## config.mk

```make
export PLATFORM = sky130hd
export DESIGN_NAME = clip_controller
export DESIGN_NICKNAME = d
export VERILOG_FILES = /design/src/rtl/clip_controller.sv
export SDC_FILE = /design/constraint.sdc
export NUM_CORES = 1
export LEC_CHECK = 0
export ABC_AREA = 0
export CAP_MARGIN = 25
export CORE_MARGIN = 1
export CORE_UTILIZATION = 56
export CTS_BUF_LIST = sky130_fd_sc_hd__clkbuf_4
export DETAILED_ROUTE_END_ITERATION = 10
export GPL_TIMING_DRIVEN = 0
export PLACE_DENSITY = 0.79
export SYNTH_ARGS = -nofsm -noshare
export SYNTH_HDL_FRONTEND = slang
export SYNTH_SLANG_ARGS = --single-unit
```

## constraint.sdc

```tcl
create_clock -name clock_i -period 3.3 [get_ports clock_i]
set_clock_uncertainty 0.05 [all_clocks]
set_input_delay 0.66 -clock clock_i [delete_from_list [all_inputs] [get_ports clock_i]]
set_output_delay 0.66 -clock clock_i [all_outputs]
set_load 0.05 [all_outputs]
```

## src/rtl/clip_controller.sv

```systemverilog
// Clip record/playback sequencer: owns the sample address, per-clip recorded
// lengths and the memory/datapath enables for a bank of clip memories.
module clip_controller #(
   parameter int CLIP_COUNT    = 4,
   parameter int ADDRESS_WIDTH = 17,
   parameter int CLIP_LENGTH   = 100000,
   localparam int SELECT_WIDTH = (CLIP_COUNT > 1) ? $clog2(CLIP_COUNT) : 1,
   localparam int LENGTH_WIDTH = ADDRESS_WIDTH + 1
) (
   input  logic                     clock_i,
   input  logic                     reset_i,
   input  logic                     play_i,
   input  logic                     record_i,
   input  logic                     stop_i,
   input  logic                     loop_i,
   input  logic [SELECT_WIDTH-1:0]  play_clip_i,
   input  logic [SELECT_WIDTH-1:0]  record_clip_i,
   input  logic                     sample_tick_i,
   output logic                     playing_o,
   output logic                     recording_o,
   output logic [SELECT_WIDTH-1:0]  active_clip_o,
   output logic [CLIP_COUNT-1:0]    clip_valid_o,
   output logic [CLIP_COUNT-1:0]    memory_enable_o,
   output logic                     memory_we_o,
   output logic [ADDRESS_WIDTH-1:0] memory_address_o,
   output logic                     serializer_enable_o,
   output logic                     deserializer_enable_o,
   output logic                     rejected_o,
   output logic [1:0]               state_o
);

   typedef enum logic [1:0] {
      ST_IDLE   = 2'd0,
      ST_RECORD = 2'd1,
      ST_PLAY   = 2'd2
   } state_t;

   localparam logic [ADDRESS_WIDTH-1:0] LAST_ADDR  = ADDRESS_WIDTH'(CLIP_LENGTH - 1);
   localparam logic [LENGTH_WIDTH-1:0]  FULL_LEN   = LENGTH_WIDTH'(CLIP_LENGTH);
   localparam logic [SELECT_WIDTH:0]    CLIP_LIMIT = (SELECT_WIDTH + 1)'(CLIP_COUNT);

   state_t                    state_q, state_d;
   logic [ADDRESS_WIDTH-1:0]  address_q, address_d;
   logic [SELECT_WIDTH-1:0]   active_clip_q, active_clip_d;
   logic [LENGTH_WIDTH-1:0]   play_len_q, play_len_d;
   logic [LENGTH_WIDTH-1:0]   length_q [CLIP_COUNT];
   logic [LENGTH_WIDTH-1:0]   length_d [CLIP_COUNT];
   logic [CLIP_COUNT-1:0]     clip_valid_q, clip_valid_d;
   logic [CLIP_COUNT-1:0]     memory_enable_q, memory_enable_d;
   logic                      playing_q, playing_d;
   logic                      recording_q, recording_d;
   logic                      ser_en_q, ser_en_d;
   logic                      deser_en_q, deser_en_d;
   logic                      rejected_q, rejected_d;

   logic                      record_idx_ok;
   logic                      play_idx_ok;
   logic                      play_end;

   function automatic logic [CLIP_COUNT-1:0] one_hot(input logic [SELECT_WIDTH-1:0] sel);
      logic [CLIP_COUNT-1:0] result;
      result = '0;
      for (int n = 0; n < CLIP_COUNT; n++) begin
         if (sel == SELECT_WIDTH'(n)) result[n] = 1'b1;
      end
      return result;
   endfunction

   assign record_idx_ok = ({1'b0, record_clip_i} < CLIP_LIMIT);
   assign play_idx_ok   = ({1'b0, play_clip_i} < CLIP_LIMIT);
   // Last sample of the clip being played; the LAST_ADDR term keeps the address in range.
   assign play_end      = (({1'b0, address_q} + LENGTH_WIDTH'(1)) == play_len_q) ||
                          (address_q == LAST_ADDR);

   always_comb begin
      state_d       = state_q;
      address_d     = address_q;
      active_clip_d = active_clip_q;
      play_len_d    = play_len_q;
      length_d      = length_q;
      rejected_d    = 1'b0;

      case (state_q)
         ST_IDLE: begin
            address_d = '0;
            if (record_i) begin
               if (record_idx_ok) begin
                  state_d                 = ST_RECORD;
                  active_clip_d           = record_clip_i;
                  length_d[record_clip_i] = '0;
               end else begin
                  rejected_d = 1'b1;
               end
            end else if (play_i) begin
               if (play_idx_ok && (length_q[play_clip_i] != '0)) begin
                  state_d       = ST_PLAY;
                  active_clip_d = play_clip_i;
                  play_len_d    = length_q[play_clip_i];
               end else begin
                  rejected_d = 1'b1;
               end
            end
         end

         ST_RECORD: begin
            if (sample_tick_i && (address_q == LAST_ADDR)) begin
               length_d[active_clip_q] = FULL_LEN;
               state_d                 = ST_IDLE;
               address_d               = '0;
            end else if (stop_i) begin
               // A tick coinciding with stop is still written, so it counts toward the length.
               length_d[active_clip_q] = {1'b0, address_q} + LENGTH_WIDTH'(sample_tick_i);
               state_d                 = ST_IDLE;
               address_d               = '0;
            end else if (sample_tick_i) begin
               address_d = address_q + ADDRESS_WIDTH'(1);
            end
         end

         ST_PLAY: begin
            if (stop_i) begin
               state_d   = ST_IDLE;
               address_d = '0;
            end else if (sample_tick_i) begin
               if (play_end) begin
                  address_d = '0;
                  if (!loop_i) state_d = ST_IDLE;
               end else begin
                  address_d = address_q + ADDRESS_WIDTH'(1);
               end
            end
         end

         default: begin
            state_d   = ST_IDLE;
            address_d = '0;
         end
      endcase

      for (int n = 0; n < CLIP_COUNT; n++) begin
         clip_valid_d[n] = (length_d[n] != '0);
      end

      playing_d       = (state_d == ST_PLAY);
      recording_d     = (state_d == ST_RECORD);
      ser_en_d        = (state_d == ST_PLAY);
      deser_en_d      = (state_d == ST_RECORD);
      memory_enable_d = (state_d == ST_IDLE) ? '0 : one_hot(active_clip_d);
   end

   always_ff @(posedge clock_i or negedge reset_i) begin
      if (!reset_i) begin
         state_q         <= ST_IDLE;
         address_q       <= '0;
         active_clip_q   <= '0;
         play_len_q      <= '0;
         for (int n = 0; n < CLIP_COUNT; n++) begin
            length_q[n] <= '0;
         end
         clip_valid_q    <= '0;
         memory_enable_q <= '0;
         playing_q       <= 1'b0;
         recording_q     <= 1'b0;
         ser_en_q        <= 1'b0;
         deser_en_q      <= 1'b0;
         rejected_q      <= 1'b0;
      end else begin
         state_q         <= state_d;
         address_q       <= address_d;
         active_clip_q   <= active_clip_d;
         play_len_q      <= play_len_d;
         for (int n = 0; n < CLIP_COUNT; n++) begin
            length_q[n] <= length_d[n];
         end
         clip_valid_q    <= clip_valid_d;
         memory_enable_q <= memory_enable_d;
         playing_q       <= playing_d;
         recording_q     <= recording_d;
         ser_en_q        <= ser_en_d;
         deser_en_q      <= deser_en_d;
         rejected_q      <= rejected_d;
      end
   end

   // Write strobe follows the tick directly so the sample lands in the current address.
   assign memory_we_o           = recording_q & sample_tick_i;
   assign playing_o             = playing_q;
   assign recording_o           = recording_q;
   assign active_clip_o         = active_clip_q;
   assign clip_valid_o          = clip_valid_q;
   assign memory_enable_o       = memory_enable_q;
   assign memory_address_o      = address_q;
   assign serializer_enable_o   = ser_en_q;
   assign deserializer_enable_o = deser_en_q;
   assign rejected_o            = rejected_q;
   assign state_o               = state_q;

endmodule

```

### Clock wiring as the flow saved it, run 1

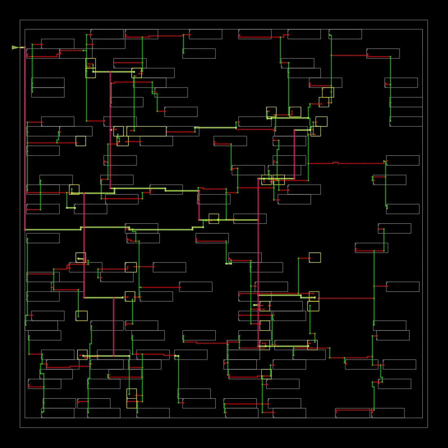
Layout clock buffers: 18
total number of sequential cells: 122
total clock network power: 1.06 mW
clock insertion delay at the later pin of the skew report: 0.56 ns
Num Clock Sinks: 122

### Sequential cells grouped by signal name, run 1

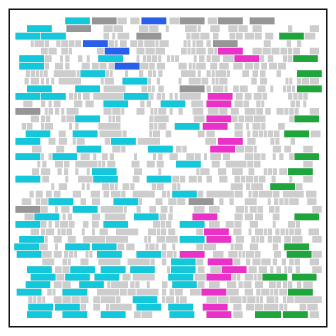
- `length_q`: cyan (flops 72)
- `play_len_q`: magenta (flops 18)
- `memory_enable_o`: blue (flops 4)
- `memory_address_o`: green (flops 17)

### Ports around the boundary, run 1

Pins as bars across the die edge, other pins in gray.
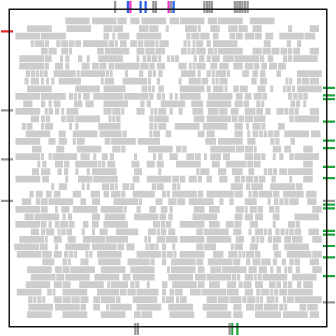
- `clock_i`: red (pins 1; direction input; edge left)
- `memory_enable_o`: blue (pins 4; direction output; edge top)
- `memory_address_o`: green (pins 17; direction output; edge 15 right, 2 bottom)
- `active_clip_o`: magenta (pins 2; direction output; edge top)
die y size: 114 microns
number of buffers inserted by port buffering: 42
die span in x: 114 microns

### Signal wires by layer, run 1

The bar under the picture is 20 microns long.
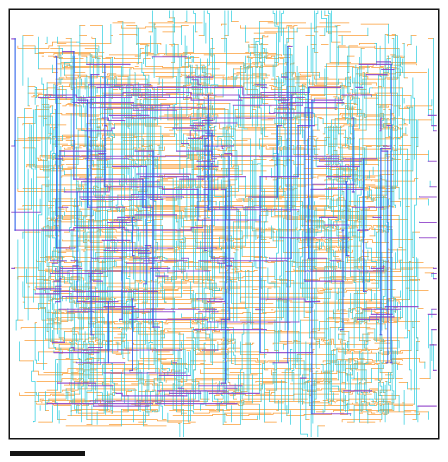
- met1: orange (wire length 9480 microns)
- met2: cyan (wire length 11300 microns)
- met4: blue (wire length 1360 microns)
- met3: purple (wire length 2080 microns)
DR WL/cell: 24.9 microns
gr usage total: 0.393
post-detailed-routing wire length: 24.2 mm

==> ci_impl_report.md, run 1 <==
## Synthesis and layout report

| Metric | Value |
|---|---|
| Result of the run | finished clean |
| Maximum operating frequency | 311 MHz |
| Cell with the most instances on the worst path | sky130_fd_sc_hd__buf_4 |
| Post-synthesis to final-layout area growth | 17.6% |
| Stage delay of the slowest cell on the critical path | 0.55 ns |
| Area share of the largest cell type after synthesis | 0.434 |
| Final min period | 3.22 ns |
| Detailed route wirelength on metal2 | 11.3 mm |
| Gate Area | 3880 sq um |
| Post-synthesis chip area from yosys | 7040 sq um |
| Detailed Place HPWL | 17.9 mm |
| Most common flop cell mapped by yosys | sky130_fd_sc_hd__dfrtp_1 |
| Multiplexer area fraction after synthesis | 0.0880 |
| Main combinational cell family by area after synthesis | simple AND/OR/NAND/NOR gates |
| Number of multi-input combinational cells in the layout | 537 |
| Synthesized cell area | 7040 sq um |
| Non-filler cells in the finished layout | 972 |
| Seq share, synth | 0.434 |
| TAP cells | 168 |
| Number of warning messages in the logs | 31 |
| M3 GR Usage | 0.0815 |
| Maximum number of pins on one net before global-route repair | 101 |
| Warnings, synthesis | 0 |
| Stages on the worst setup path | 12 |
| Required time worst endpoint | 3.68 ns |
| Post-route cell area | 8280 sq um |
| Max reg flops | 72 |
| Via density | 6.78 |
| Initial antenna violation count | 0 |
| Share of power burned in combinational logic | 0.468 |
| Power in sequential cells | 1.83 mW |
| Count of TritonRoute iterations in the first routing pass | 5 |
| Ys async rst share | 1.00 |
| Setup tns final | 0 ns |
| Commonest non-fill, non-tap cell in the layout | sky130_fd_sc_hd__dfrtp_1 |
| Main area contributors after synthesis | sky130_fd_sc_hd__dfrtp_1 (43%), sky130_fd_sc_hd__mux4_2 (5.8%), sky130_fd_sc_hd__nand2_1 (4.4%) |
| Non-clock buffer instance count of the final layout | 100 |
| Core utilization before placement | 0.581 |
| Cell type with the largest total area after synthesis | sky130_fd_sc_hd__dfrtp_1 |
| Depth of the worst register-to-register path | 12 |
| Area occupied by registers | 3050 sq um |
| Leading cell types by count after synthesis | sky130_fd_sc_hd__dfrtp_1 (122), sky130_fd_sc_hd__nand2_1 (82), sky130_fd_sc_hd__o21ai_0 (60), sky130_fd_sc_hd__nor2_1 (46), sky130_fd_sc_hd__nand3_1 (29) |
| Largest voltage drop on the vdd net | 0.425 mV |
| Part of the total power dissipated in the clock network | 0.195 |
| Launching element type of the critical path | flop |
| Utilization after layout | 0.684 |
| Count leader, synth | sky130_fd_sc_hd__dfrtp_1 |
| Worst r2r src | memory_address_o[6] |
| Remaining number of nets flagged by the antenna check after routing | 0 |
| Count of max-cap constraint violations | 0 |
| Critical-path cell with the highest stage delay | sky130_fd_sc_hd__or4b_4 |
| Tcrit/Tclk final | 0.975 |
| Bufs and invs on worst path | 4 |
| Worst Max-Slew Pin Slew | 1.07 ns |
| Routed length on met1 | 9.48 mm |
| Power Combinational | 2.55 mW |
| Worst-path clk slew | 0.13 ns |
| Boundary pin count | 46 |
| Standard cell core area | 12100 sq um |
| GR Util met2 | 0.627 |
| Sequential group share of total power | 0.337 |
| Type of element capturing the critical path | flop |
| Vias | 6590 |
| Post-layout net count | 809 |
| Gate family responsible for the most delay along the worst path | simple AND/OR/NAND/NOR gates |
| Reported leakage power | 3.51 nW |
| Non-clk buf share | 0.0977 |
| Cell Count Post-Placement | 929 |
| Clock buffer and inverter area fraction after layout | 0.0331 |
| Most Used Layer, Global Route | met2 |
| Number of buffers inserted during clock tree synthesis | 17 |
| Xor-xnor portion of the synthesized cell area | 0.0498 |
| Total number of placement rows | 40 |
| Number of H-tree levels | 4 |
| Count of flip-flops with a built-in enable after synthesis | 0 |
| Count of instantiated cells in the yosys netlist | 718 |
| Top library cells by usage in the layout, fill and taps aside | sky130_fd_sc_hd__dfrtp_1 (121), sky130_fd_sc_hd__nand2_1 (79), sky130_fd_sc_hd__o21ai_0 (58) |
| Net switching component of the power | 2.51 mW |
| Worst Hold Slack | 0.443 ns |
| Post-CTS sizing | 28 |
| Hold-fix buffers, CTS | 1 |
| Total of endpoints with negative setup slack in the final report | 0 |
| Met3 routed wirelength | 2.08 mm |
| Flip-flop and latch count after synthesis | 122 |
| Switching portion of total power | 0.461 |
| Net count of the mapped netlist | 736 |
| Number of buffers inserted by post-CTS setup repair | 7 |
| Crit path max fanout | 10 |
| Critical Path Sink | clip_valid_o[0] |
| Number of DRC markers after the initial detailed-route iteration | 669 |
| Final hold violations | 0 |
| Slew Limit Fails | 0 |
| Cell-by-cell trace of the critical path | buf_6 > or4b_4 > nor4_4 > buf_4 > buf_4 > a21oi_2 > o31a_1 > or2_0 > buf_4 > a22o_1 > nor4_2 > nand4b_1 |
| Worst setup slack for register-to-register paths | 0.08 ns |
| Setup repair after global routing missed its margin | false |
| Syn Area/Cell | 9.81 sq um |
| First-pass GRT wire length | 37.3 mm |
| Startpoint of the most critical setup path | memory_address_o[6] |
| Pre-CTS WS | -0.982 ns |
| DP Area | 7700 sq um |
| Post-Synthesis Cells | 718 |
| Fraction of the mapped netlist area in simple logic gates | 0.191 |
| Arrival time of the worst setup path | 3.60 ns |
| Max_slew headroom | 0.275 |
| Multi-input combinational area share | 0.469 |
| Flop share of the area | 0.369 |
| Non-clock inverter count in the final layout | 13 |
| Fraction of layout cells with a size suffix above 1 | 0.193 |
| CTS tree | built |
| Total power of the final layout | 5.44 mW |
| Root Driver | sky130_fd_sc_hd__clkbuf_4 |
| Internal cell power | 2.93 mW |
| FF-to-FF End | clip_valid_o[0] |
| Antenna fix cells | 0 |
==> inputs of run 2 (changes only) <==
--- a/config.mk
+++ b/config.mk
@@ -10,9 +10,10 @@
 export CORE_MARGIN = 1
 export CORE_UTILIZATION = 56
 export CTS_BUF_LIST = sky130_fd_sc_hd__clkbuf_4
+export CTS_CLUSTER_SIZE = 12
 export DETAILED_ROUTE_END_ITERATION = 10
 export GPL_TIMING_DRIVEN = 0
-export PLACE_DENSITY = 0.79
+export PLACE_DENSITY_LB_ADDON = 0.25
 export SYNTH_ARGS = -nofsm -noshare
 export SYNTH_HDL_FRONTEND = slang
 export SYNTH_SLANG_ARGS = --single-unit
==> ci_impl_report.md, run 2 <==
## Synthesis and layout report

| Metric | Value |
|---|---|
| Multi-input combinational area share | 0.467 (-0.00194) |
| GR Util met2 | 0.611 (-0.0162) |
| Total number of sequential cells | 122 (unchanged) |
| Post-Synthesis Cells | 718 (unchanged) |
| Area share of the largest cell type after synthesis | 0.434 (unchanged) |
| Part of the total power dissipated in the clock network | 0.209 (+0.014) |
| Net count of the mapped netlist | 736 (unchanged) |
| Post-synthesis chip area from yosys | 7040 sq um (unchanged) |
| Worst r2r src | memory_address_o[5] |
| Startpoint of the most critical setup path | memory_address_o[5] |
| Seq share, synth | 0.434 (unchanged) |
| Count of flip-flops with a built-in enable after synthesis | 0 (unchanged) |
| Routed length on met1 | 9.18 mm (-3.1%) |
| Result of the run | finished clean |
| Worst Hold Slack | 0.468 ns (+0.0257 ns) |
| Clock buffer and inverter area fraction after layout | 0.0365 (+0.00344) |
| Count leader, synth | sky130_fd_sc_hd__dfrtp_1 |
| Tcrit/Tclk final | 0.978 (+0.00300) |
| Multiplexer area fraction after synthesis | 0.0880 (unchanged) |
| Non-clock buffer instance count of the final layout | 100 (unchanged) |
| Stages on the worst setup path | 11 (-1) |
| Leading cell types by count after synthesis | sky130_fd_sc_hd__dfrtp_1 (122), sky130_fd_sc_hd__nand2_1 (82), sky130_fd_sc_hd__o21ai_0 (60), sky130_fd_sc_hd__nor2_1 (46), sky130_fd_sc_hd__nand3_1 (29) |
| Number of multi-input combinational cells in the layout | 537 (unchanged) |
| Standard cell core area | 12100 sq um (unchanged) |
| Xor-xnor portion of the synthesized cell area | 0.0498 (unchanged) |
| Cell type with the largest total area after synthesis | sky130_fd_sc_hd__dfrtp_1 |
| Syn Area/Cell | 9.81 sq um (unchanged) |
| Crit path max fanout | 10 (unchanged) |
| Total number of placement rows | 40 (unchanged) |
| Internal cell power | 3.07 mW (+4.8%) |
| Synthesized cell area | 7040 sq um (unchanged) |
| Fraction of layout cells with a size suffix above 1 | 0.194 (+0.00124) |
| Setup tns final | 0 ns (unchanged) |
| Non-clock inverter count in the final layout | 13 (unchanged) |
| FF-to-FF End | clip_valid_o[1] |
| Power Combinational | 2.55 mW (about the same) |
| Post-layout net count | 809 (unchanged) |
| Worst Max-Slew Pin Slew | 0.871 ns (-0.202 ns) |
| First-pass GRT wire length | 36.8 mm (-1.4%) |
| Most Used Layer, Global Route | met2 |
| Number of buffers inserted by port buffering | 42 (unchanged) |
| TAP cells | 168 (unchanged) |
| Worst setup slack for register-to-register paths | 0.07 ns (about the same) |
| Arrival time of the worst setup path | 3.61 ns (about the same) |
| Post-synthesis to final-layout area growth | 18.2% |
| Remaining number of nets flagged by the antenna check after routing | 0 (unchanged) |
| Final hold violations | 0 (unchanged) |
| Ys async rst share | 1.00 (unchanged) |
| Area occupied by registers | 3060 sq um (about the same) |
| Number of warning messages in the logs | 29 (-6.5%) |
| Top library cells by usage in the layout, fill and taps aside | sky130_fd_sc_hd__dfrtp_1 (120), sky130_fd_sc_hd__nand2_1 (80), sky130_fd_sc_hd__o21ai_0 (54) |
| Final min period | 3.23 ns (+0.00990 ns) |
| Non-clk buf share | 0.0982 (+0.000402) |
| Warnings, synthesis | 0 (unchanged) |
| Slew Limit Fails | 0 (unchanged) |
| Gate Area | 3890 sq um (about the same) |
| Most common flop cell mapped by yosys | sky130_fd_sc_hd__dfrtp_1 |
| Stage delay of the slowest cell on the critical path | 0.54 ns (about the same) |
| Post-CTS sizing | 22 (-21%) |
| Hold-fix buffers, CTS | 1 (unchanged) |
| Via density | 6.74 (-0.62%) |
| Maximum number of pins on one net before global-route repair | 90 (-11%) |
| Boundary pin count | 46 (unchanged) |
| Cell-by-cell trace of the critical path | buf_6 > or4_4 > nor4_4 > buf_4 > and2_4 > o21ai_2 > a21o_1 > buf_2 > a22o_4 > nor4_4 > nand4_1 |
| Initial antenna violation count | 0 (unchanged) |
| Gate family responsible for the most delay along the worst path | simple AND/OR/NAND/NOR gates |
| Max_slew headroom | 0.417 (+0.142) |
| Detailed route wirelength on metal2 | 11.3 mm (-0.42%) |
| CTS tree | built |
| Switching portion of total power | 0.447 (-0.0142) |
| Fraction of the mapped netlist area in simple logic gates | 0.191 (unchanged) |
| Number of buffers inserted by post-CTS setup repair | 12 (+5) |
| Max reg flops | 72 (unchanged) |
| Root Driver | sky130_fd_sc_hd__clkbuf_4 |
| Power in sequential cells | 1.84 mW (about the same) |
| Number of DRC markers after the initial detailed-route iteration | 790 (+18%) |
| Die y size | 114 microns (unchanged) |
| Maximum operating frequency | 310 MHz (-0.31%) |
| Main combinational cell family by area after synthesis | simple AND/OR/NAND/NOR gates |
| Core utilization before placement | 0.581 (unchanged) |
| Utilization after layout | 0.687 (+0.00351) |
| Commonest non-fill, non-tap cell in the layout | sky130_fd_sc_hd__dfrtp_1 |
| Detailed Place HPWL | 17.7 mm (-1.5%) |
| Count of instantiated cells in the yosys netlist | 718 (unchanged) |
| Cell with the most instances on the worst path | sky130_fd_sc_hd__nor4_4 |
| M3 GR Usage | 0.0746 (-0.00688) |
| Count of TritonRoute iterations in the first routing pass | 5 (unchanged) |
| Reported leakage power | 3.53 nW (+0.59%) |
| Total power of the final layout | 5.55 mW (+2.1%) |
| Cell Count Post-Placement | 929 (unchanged) |
| Num Clock Sinks | 122 (unchanged) |
### Clock network drawn from the DEF, run 2

The bar under the picture is 20 microns long.
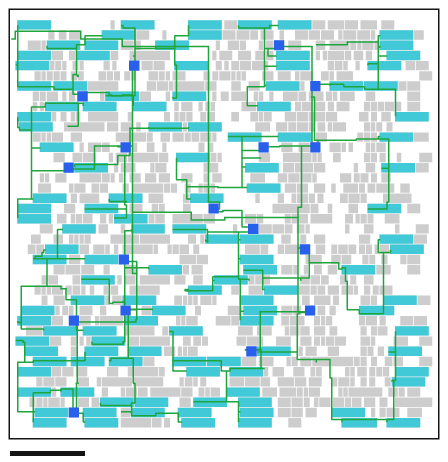
- cells driving clock nets: blue (count 17)
- flip-flops: cyan (count 122)
- clock wires: green (length 1640 microns)
- flops lie: spread over the die
clock insertion delay at the later pin of the skew report: 0.57 ns
total clock network power: 1.16 mW

### Clock wiring as the flow saved it, run 2

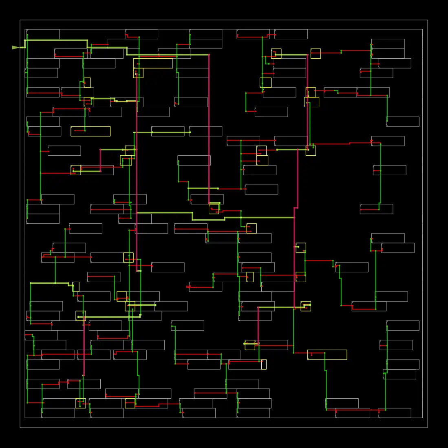
number of buffers inserted during clock tree synthesis: 17
Layout clock buffers: 17

==> inputs of run 3 (changes only) <==
--- a/config.mk
+++ b/config.mk
@@ -14,6 +14,7 @@
 export DETAILED_ROUTE_END_ITERATION = 10
 export GPL_TIMING_DRIVEN = 0
 export PLACE_DENSITY_LB_ADDON = 0.25
+export SKIP_CTS_REPAIR_TIMING = 1
 export SYNTH_ARGS = -nofsm -noshare
 export SYNTH_HDL_FRONTEND = slang
 export SYNTH_SLANG_ARGS = --single-unit
==> ci_impl_report.md, run 3 <==
## Synthesis and layout report

| Metric | Value |
|---|---|
| Multi-input combinational area share | 0.465 (-0.00201) |
| Setup tns final | 0 ns (unchanged) |
| Cell-by-cell trace of the critical path | buf_6 > or4b_4 > nor4_4 > buf_6 > and2_4 > buf_4 > buf_6 > nor3_1 > o21ai_1 > o2111ai_1 > nor4_2 > nand4b_1 |
| Post-synthesis chip area from yosys | 7040 sq um (unchanged) |
| Worst Hold Slack | 0.471 ns (+0.00288 ns) |
| Number of buffers inserted by port buffering | 42 (unchanged) |
| Arrival time of the worst setup path | 3.63 ns (+0.02 ns) |
| Total clock network power | 1.16 mW (about the same) |
| Fraction of layout cells with a size suffix above 1 | 0.192 (-0.00196) |
| Count of flip-flops with a built-in enable after synthesis | 0 (unchanged) |
| Most Used Layer, Global Route | met2 |
| Via density | 6.79 (+0.76%) |
| Final hold violations | 0 (unchanged) |
| Count leader, synth | sky130_fd_sc_hd__dfrtp_1 |
| Xor-xnor portion of the synthesized cell area | 0.0498 (unchanged) |
| Gate Area | 3870 sq um (-0.39%) |
| Tcrit/Tclk final | 0.981 (+0.00270) |
| Final min period | 3.24 ns (+0.00890 ns) |
| Initial antenna violation count | 0 (unchanged) |
| M3 GR Usage | 0.0656 (-0.00900) |
| Count of TritonRoute iterations in the first routing pass | 8 (+3) |
| Max_slew headroom | 0.422 (+0.00499) |
| Switching portion of total power | 0.446 (-0.000795) |
| Maximum number of pins on one net before global-route repair | 90 (unchanged) |
| Worst Max-Slew Pin Slew | 0.866 ns (-0.00427 ns) |
| Worst r2r src | memory_address_o[6] |
| Synthesized cell area | 7040 sq um (unchanged) |
| Die y size | 114 microns (unchanged) |
| Commonest non-fill, non-tap cell in the layout | sky130_fd_sc_hd__dfrtp_1 |
| TAP cells | 168 (unchanged) |
| Total number of placement rows | 40 (unchanged) |
| Utilization after layout | 0.688 (about the same) |
| Post-Synthesis Cells | 718 (unchanged) |
| Core utilization before placement | 0.581 (unchanged) |
| Stages on the worst setup path | 12 (+1) |
| Root Driver | sky130_fd_sc_hd__clkbuf_4 |
| Main combinational cell family by area after synthesis | simple AND/OR/NAND/NOR gates |
| Number of DRC markers after the initial detailed-route iteration | 818 (+3.5%) |
| Clock buffer and inverter area fraction after layout | 0.0365 (about the same) |
| Power Combinational | 2.55 mW (about the same) |
| Boundary pin count | 46 (unchanged) |
| Leading cell types by count after synthesis | sky130_fd_sc_hd__dfrtp_1 (122), sky130_fd_sc_hd__nand2_1 (82), sky130_fd_sc_hd__o21ai_0 (60), sky130_fd_sc_hd__nor2_1 (46), sky130_fd_sc_hd__nand3_1 (29) |
| Number of warning messages in the logs | 30 (+3.4%) |
| Non-clk buf share | 0.100 (+0.00191) |
| Internal cell power | 3.08 mW (about the same) |
| Routed length on met1 | 9.18 mm (about the same) |
| Warnings, synthesis | 0 (unchanged) |
| Most common flop cell mapped by yosys | sky130_fd_sc_hd__dfrtp_1 |
| First-pass GRT wire length | 36.3 mm (-1.3%) |
| Syn Area/Cell | 9.81 sq um (unchanged) |
| Seq share, synth | 0.434 (unchanged) |
| GR Util met2 | 0.614 (+0.00323) |
| Ys async rst share | 1.00 (unchanged) |
| Worst setup slack for register-to-register paths | 0.06 ns (about the same) |
| Area occupied by registers | 3060 sq um (unchanged) |
| CTS tree | built |
| Max reg flops | 72 (unchanged) |
| Non-clock buffer instance count of the final layout | 103 (+3.0%) |
| Area share of the largest cell type after synthesis | 0.434 (unchanged) |
| Layout clock buffers | 17 (unchanged) |
| Number of multi-input combinational cells in the layout | 537 (unchanged) |
| Non-clock inverter count in the final layout | 13 (unchanged) |
| Reported leakage power | 3.53 nW (about the same) |
| Cell with the most instances on the worst path | sky130_fd_sc_hd__buf_6 |
| Result of the run | finished clean |
| Count of instantiated cells in the yosys netlist | 718 (unchanged) |
| Crit path max fanout | 10 (unchanged) |
| Stage delay of the slowest cell on the critical path | 0.54 ns (about the same) |
| Net count of the mapped netlist | 736 (unchanged) |
| Power in sequential cells | 1.84 mW (about the same) |
### Clock network drawn from the DEF, run 3

The bar under the picture is 20 microns long.
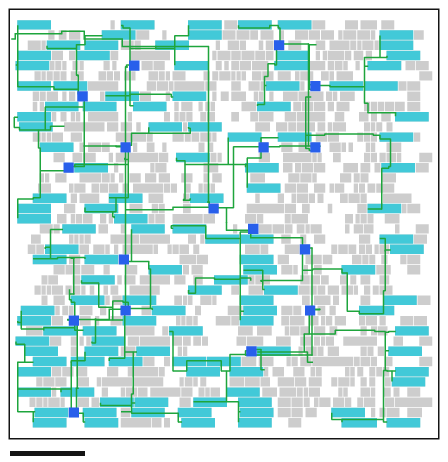
- flip-flops: cyan (count 122)
- cells driving clock nets: blue (count 17)
- clock wires: green (length 1600 microns)
- flops lie: spread over the die
- routed clock nets: 18
clock insertion delay at the later pin of the skew report: 0.58 ns
part of the total power dissipated in the clock network: 0.208

### Ports around the boundary, run 3

Pins as bars across the die edge, other pins in gray.
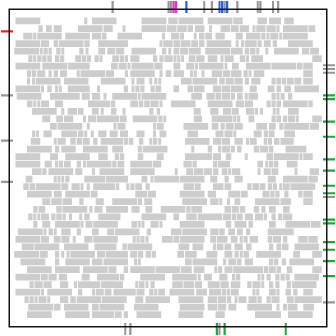
- `memory_enable_o`: blue (pins 4; direction output; edge top)
- `memory_address_o`: green (pins 17; direction output; edge 14 right, 3 bottom)
- `clock_i`: red (pins 1; direction input; edge left)
- `active_clip_o`: magenta (pins 2; direction output; edge top)
- all pins by edge: 19 right, 17 top, 6 bottom, 4 left

Power figures rest on the tool's default switching activity, not on a simulated workload.
